--- src/rtl/hc_sr04_ranger.sv ---
//------------------------------------------------------------------------------
// Module      : hc_sr04_ranger
// Description : HC-SR04 ultrasonic ranging front end. Fires the sensor trigger
//               once per measurement period, times the echo pulse in whole
//               microseconds and converts it to distance in 0.01 mm units
//               (floor(echo_us * 343 / 20)) with a serial restoring divider.
// Ports       : clk      - system clock
//               rst_n    - asynchronous active-low reset
//               echo     - sensor echo, asynchronous to clk
//               trig     - sensor trigger (registered)
//               data_out - last valid distance, 0.01 mm units (held)
//               data_vld - one-cycle pulse when data_out updates
//               timeout  - one-cycle pulse when a measurement fails
// Revision    : 1.0 - initial release
//------------------------------------------------------------------------------
`timescale 1ns/1ps
`default_nettype none

module hc_sr04_ranger #(
  parameter int CYC_US      = 50,
  parameter int TRIG_US     = 10,
  parameter int PERIOD_US   = 60000,
  parameter int ECHO_MAX_US = 25000
) (
  input  logic        clk,
  input  logic        rst_n,
  input  logic        echo,
  output logic        trig,
  output logic [18:0] data_out,
  output logic        data_vld,
  output logic        timeout
);

  localparam int PRE_W  = (CYC_US > 1) ? $clog2(CYC_US) : 1;
  localparam int PER_W  = $clog2(PERIOD_US);
  localparam int ECHO_W = $clog2(ECHO_MAX_US + 1);

  localparam logic [PRE_W-1:0]  c_pre_last  = PRE_W'(CYC_US - 1);
  localparam logic [PER_W-1:0]  c_per_last  = PER_W'(PERIOD_US - 1);
  localparam logic [PER_W-1:0]  c_per_trig  = PER_W'(TRIG_US);
  localparam logic [PER_W-1:0]  c_per_tmo   = PER_W'(TRIG_US + ECHO_MAX_US);
  localparam logic [ECHO_W-1:0] c_echo_max  = ECHO_W'(ECHO_MAX_US);
  localparam logic [4:0]        c_last_step = 5'd24;

  typedef enum logic [2:0] {
    S_IDLE = 3'd0,
    S_TRIG = 3'd1,
    S_WAIT = 3'd2,
    S_MEAS = 3'd3,
    S_CALC = 3'd4
  } state_t;

  state_t              r_state;
  state_t              w_state_nxt;

  logic                r_echo_s1;
  logic                r_echo_s2;
  logic                r_echo_d;
  logic [PRE_W-1:0]    r_pre;
  logic [PER_W-1:0]    r_per;
  logic [PRE_W-1:0]    r_mpre;
  logic [ECHO_W-1:0]   r_echo_us;
  logic [4:0]          r_step;
  logic [23:0]         r_quo;
  logic [4:0]          r_rem;
  logic                r_trig;
  logic                r_vld;
  logic                r_to;
  logic [18:0]         r_data;

  logic                w_rise;
  logic                w_fall;
  logic                w_tick;
  logic                w_wrap;
  logic [PER_W-1:0]    w_per_nxt;
  logic [23:0]         w_prod;
  logic [5:0]          w_trial;
  logic                w_ge;
  logic [4:0]          w_rem_nxt;
  logic [23:0]         w_quo_nxt;
  logic                w_trig_nxt;
  logic                w_vld_nxt;
  logic                w_to_nxt;

  assign w_rise = r_echo_s2 & ~r_echo_d;
  assign w_fall = ~r_echo_s2 & r_echo_d;

  assign w_tick    = (r_pre == c_pre_last);
  assign w_wrap    = w_tick && (r_per == c_per_last);
  // Value per_us takes after this edge; lets the FSM act on the same edge the
  // counter reaches a boundary so trig is exactly TRIG_US*CYC_US cycles wide.
  assign w_per_nxt = w_wrap ? '0 : (w_tick ? r_per + PER_W'(1) : r_per);

  assign w_prod = 24'(r_echo_us) * 24'd343;

  // Restoring divide by 20: dividend shifts out of r_quo's MSB into the
  // remainder while quotient bits shift in at the LSB.
  assign w_trial   = {r_rem, r_quo[23]};
  assign w_ge      = (w_trial >= 6'd20);
  assign w_rem_nxt = w_ge ? 5'(w_trial - 6'd20) : w_trial[4:0];
  assign w_quo_nxt = {r_quo[22:0], w_ge};

  always_ff @(posedge clk or negedge rst_n) begin
    if (!rst_n) begin
      r_state <= S_IDLE;
      r_trig  <= 1'b0;
      r_vld   <= 1'b0;
      r_to    <= 1'b0;
    end else begin
      r_state <= w_state_nxt;
      r_trig  <= w_trig_nxt;
      r_vld   <= w_vld_nxt;
      r_to    <= w_to_nxt;
    end
  end

  always_comb begin
    w_state_nxt = r_state;
    w_trig_nxt  = 1'b0;
    w_vld_nxt   = 1'b0;
    w_to_nxt    = 1'b0;
    case (r_state)
      S_IDLE: begin
        if (w_wrap) begin
          w_state_nxt = S_TRIG;
          w_trig_nxt  = 1'b1;
        end
      end
      S_TRIG: begin
        if (w_per_nxt == c_per_trig) begin
          w_state_nxt = S_WAIT;
        end else begin
          w_trig_nxt = 1'b1;
        end
      end
      S_WAIT: begin
        if (w_rise) begin
          w_state_nxt = S_MEAS;
        end else if (w_per_nxt == c_per_tmo) begin
          w_state_nxt = S_IDLE;
          w_to_nxt    = 1'b1;
        end
      end
      S_MEAS: begin
        // A fall on the same edge the limit is reached still counts as valid.
        if (w_fall) begin
          w_state_nxt = S_CALC;
        end else if (r_echo_us == c_echo_max) begin
          w_state_nxt = S_IDLE;
          w_to_nxt    = 1'b1;
        end
      end
      S_CALC: begin
        if (r_step == c_last_step) begin
          w_state_nxt = S_IDLE;
          w_vld_nxt   = 1'b1;
        end
      end
      default: w_state_nxt = S_IDLE;
    endcase
  end

  always_ff @(posedge clk or negedge rst_n) begin
    if (!rst_n) begin
      r_echo_s1 <= 1'b0;
      r_echo_s2 <= 1'b0;
      r_echo_d  <= 1'b0;
      r_pre     <= '0;
      r_per     <= '0;
      r_mpre    <= '0;
      r_echo_us <= '0;
      r_step    <= '0;
      r_quo     <= '0;
      r_rem     <= '0;
      r_data    <= '0;
    end else begin
      r_echo_s1 <= echo;
      r_echo_s2 <= r_echo_s1;
      r_echo_d  <= r_echo_s2;
      r_pre     <= w_tick ? '0 : r_pre + PRE_W'(1);
      r_per     <= w_per_nxt;
      case (r_state)
        S_WAIT: begin
          if (w_rise) begin
            r_echo_us <= '0;
            r_mpre    <= '0;
          end
        end
        S_MEAS: begin
          // r_echo_d is high for exactly as many MEAS cycles as the synced
          // echo was high, including the first cycle consumed by the rise.
          if (r_echo_d) begin
            if (r_mpre == c_pre_last) begin
              r_mpre    <= '0;
              r_echo_us <= r_echo_us + ECHO_W'(1);
            end else begin
              r_mpre <= r_mpre + PRE_W'(1);
            end
          end
          r_step <= '0;
        end
        S_CALC: begin
          r_step <= r_step + 5'd1;
          if (r_step == 5'd0) begin
            r_quo <= w_prod;
            r_rem <= '0;
          end else begin
            r_quo <= w_quo_nxt;
            r_rem <= w_rem_nxt;
            if (r_step == c_last_step) begin
              r_data <= w_quo_nxt[18:0];
            end
          end
        end
        default: ;
      endcase
    end
  end

  assign trig     = r_trig;
  assign data_out = r_data;
  assign data_vld = r_vld;
  assign timeout  = r_to;

endmodule

`default_nettype wire

--- config.mk ---
export PLATFORM = sky130hd
export DESIGN_NAME = hc_sr04_ranger
export DESIGN_NICKNAME = d
export VERILOG_FILES = /design/src/rtl/hc_sr04_ranger.sv
export SDC_FILE = /design/constraint.sdc
export NUM_CORES = 1
export LEC_CHECK = 0
export ABC_CLOCK_PERIOD_IN_PS = 7400
export CAP_MARGIN = 30
export CORE_MARGIN = 5
export CORE_UTILIZATION = 65
export CTS_BUF_LIST = sky130_fd_sc_hd__clkbuf_4 sky130_fd_sc_hd__clkbuf_8 sky130_fd_sc_hd__clkbuf_16
export CTS_CLUSTER_SIZE = 28
export DETAILED_ROUTE_END_ITERATION = 12
export PLACE_DENSITY = 0.84
export SYNTH_ARGS = -nofsm -noshare
export SYNTH_HDL_FRONTEND = slang
export SYNTH_SLANG_ARGS = --single-unit
--- constraint.sdc ---
create_clock -name clk -period 7.4 [get_ports clk]
set_clock_uncertainty 0.05 [all_clocks]
set_input_delay 1.48 -clock clk [delete_from_list [all_inputs] [get_ports clk]]
set_output_delay 1.48 -clock clk [all_outputs]
set_load 0.1 [all_outputs]
Fig. 1: metal layers overlaid
The bar under the picture is 20 µm long.
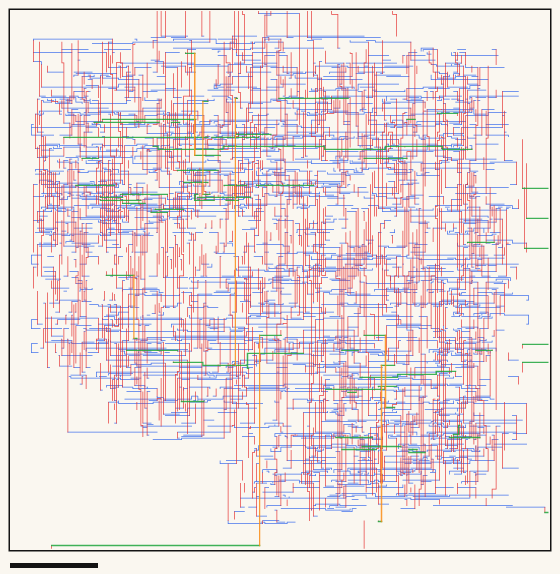
Key: blue = metal 1 [wire length 7470 µm]; red = metal 2 [wire length 7750 µm]; green = metal 3 [wire length 557 µm]; orange = metal 4 [wire length 218 µm]
Total Routed Length: 15990 µm
count of vias placed by the detailed router: 6052

==> flow_metrics.env <==
# flow metrics
export IMPL_run_status="completed"
export IMPL_grt_util_met1_pct=32.11
export IMPL_globalRoute_totalOverflow=0
export IMPL_post_synth_cell_area_avg_um2=9.522
export IMPL_synth_cell_type_count=67
export IMPL_detailedPlacementHpwl_um=12070
export IMPL_antenna_left=0
export IMPL_grt_busiest_layer="met2"
export IMPL_critical_path_endpoint_type="flip-flop"
export IMPL_area_growth_synth_to_final_pct=8.399
export IMPL_std_cell_rows=41
export IMPL_first_pass_grt_wire_length_um=27850
export IMPL_crit_path_cell_trace="inv_1 -> fa_1 -> inv_1 -> ha_1 -> inv_1 -> fa_1 -> fa_1 -> inv_1 -> ha_1 -> nand3_1 -> o2111a_1 -> o41ai_1 -> and3_1 -> a311oi_1 -> xnor2_1 -> nand2_1 -> a31oi_1"
export IMPL_period_minus_slack_ps=4775
export IMPL_grtUsageTotal_pct=23.12
export IMPL_yosys_register_bits=105
export IMPL_max_stage_delay_ps=590
export IMPL_n_antenna_cell=0
export IMPL_cp_common_cell="inv_1"
export IMPL_die_height_um=122.4
export IMPL_clk_root_buffer_cell="clkbuf_16"
export IMPL_grt_pass1_vias=5938
export IMPL_wl_per_cell_um=15.13
export IMPL_timing_slew_headroom_pct=32.58
export IMPL_nFillCells=949
export IMPL_die_area_mm2=0.01497
export IMPL_holdBufCountCts=0
export IMPL_bufs_on_longest_clock_path=2
export IMPL_final_max_slew_violation_count=0
Fig. 2: clock network drawn from the DEF
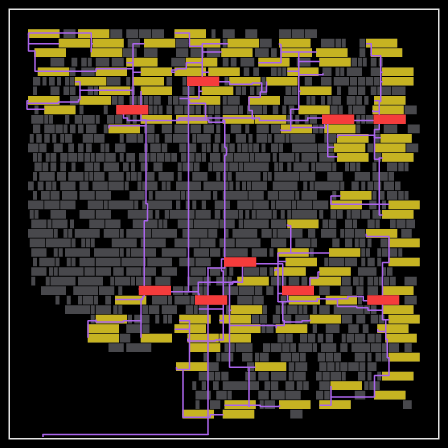
Key: red = clock drivers [count 9]; yellow = flip-flops [count 105]; purple = clock wires [length 1330 µm]
Position of the flops: all over the die.

-- state kept, by name, indices dropped and copies added (netlist names), 3 cells and up --
| signal | cells |
|---|---|
| data_out | 19 |
| r_echo_us | 15 |
| r_mpre | 6 |
| r_per | 16 |
| r_pre | 6 |
| r_quo | 24 |
| r_rem | 5 |
| r_state | 3 |
| r_step | 5 |
-- layout make-up --
class / instances / area (µm²) / share of cell area [%]
flip-flops and latches: 105 / 2628 / 29.53
clock buffers: 10 / 232.7 / 2.616
repair buffers: 31 / 290.3 / 3.263
clock inverters: 6 / 43.79 / 0.4922
well taps: 172 / 215.2 / 2.419
multi-input cells: 622 / 5071 / 57.00
inverters: 111 / 416.7 / 4.683
-- final timing paths --
path	from	to	slack [ps]	depth (start not counted)
worst max-delay path	r_echo_us[5]	r_quo[22]	2620	17
worst min-delay path	r_echo_s1	r_echo_s2	310	0
worst max register to register	r_echo_us[5]	r_quo[22]	2620	17
worst min register to register	r_echo_s1	r_echo_s2	310	0
max in group asynchronous	rst_n	r_quo[9]	5040	2
min in group asynchronous	rst_n	r_per[6]	1030	1
-- through the flow --
stage	setup WS, ps	hold WS (ps)	instances	instance area [µm²]	utilization (%)
global placement	2858	297.6	1041	8621	68.87
finish	2625	306.9	1057	8897	71.08
global route	2295	314.8	1057	8897	71.08
detailed placement	2666	297.7	1041	8621	68.87
floorplan	3066	281.2	862	8208	-
CTS	2636	314.8	1057	8897	71.08
-- worst max-delay path: cells and delay by family, from the launching register on --
kind / cells / cell delay [ps]
compound gates: 4 / 1020
xor+xnor: 1 / 150
fa+ha+maj: 5 / 2180
buf+inv: 4 / 370
flops: 1 / 520
simple gates: 3 / 420
-- kinds of logic after synthesis --
kind of cell,after synthesis
simple gates,267
fa+ha+maj,145
buf+inv,135
flops,105
mux,22
compound gates,139
xor+xnor,49
-- report_power, final --
group | internal [mW] | switching [mW] | leakage [nW] | total [mW]
logic | 0.00153 | 0.0114 | 3.00 | 0.0129
registers | 0.574 | 0.000689 | 1.45 | 0.575
clock network | 0.233 | 0.222 | 0.130 | 0.456
-- cell usage after synthesis, types with 5 or more instances --
master,instances
inv_1,111
dfrtp_1,105
ha_1,98
nand2_1,77
nor2_1,68
fa_1,47
o21ai_0,42
a21oi_1,38
xnor2_1,36
nand3_1,22
mux2_2,19
clkbuf_1,18
nor3_1,16
nand4_1,14
and3_1,13
xor2_1,13
a31oi_1,12
a21o_1,8
or3_1,8
or2_2,7
buf_2,6
nor4_1,6
nor2b_1,5
-- layer usage --
layer  routed length [µm]  vias to the layer above
met5                    0                        -
met1                 7465                     2973
met2                 7750                      114
met3                  557                       15
met4                  218                        0
li1                     -                     2950
No activity file was given, so power comes from the tool's default toggle rates.
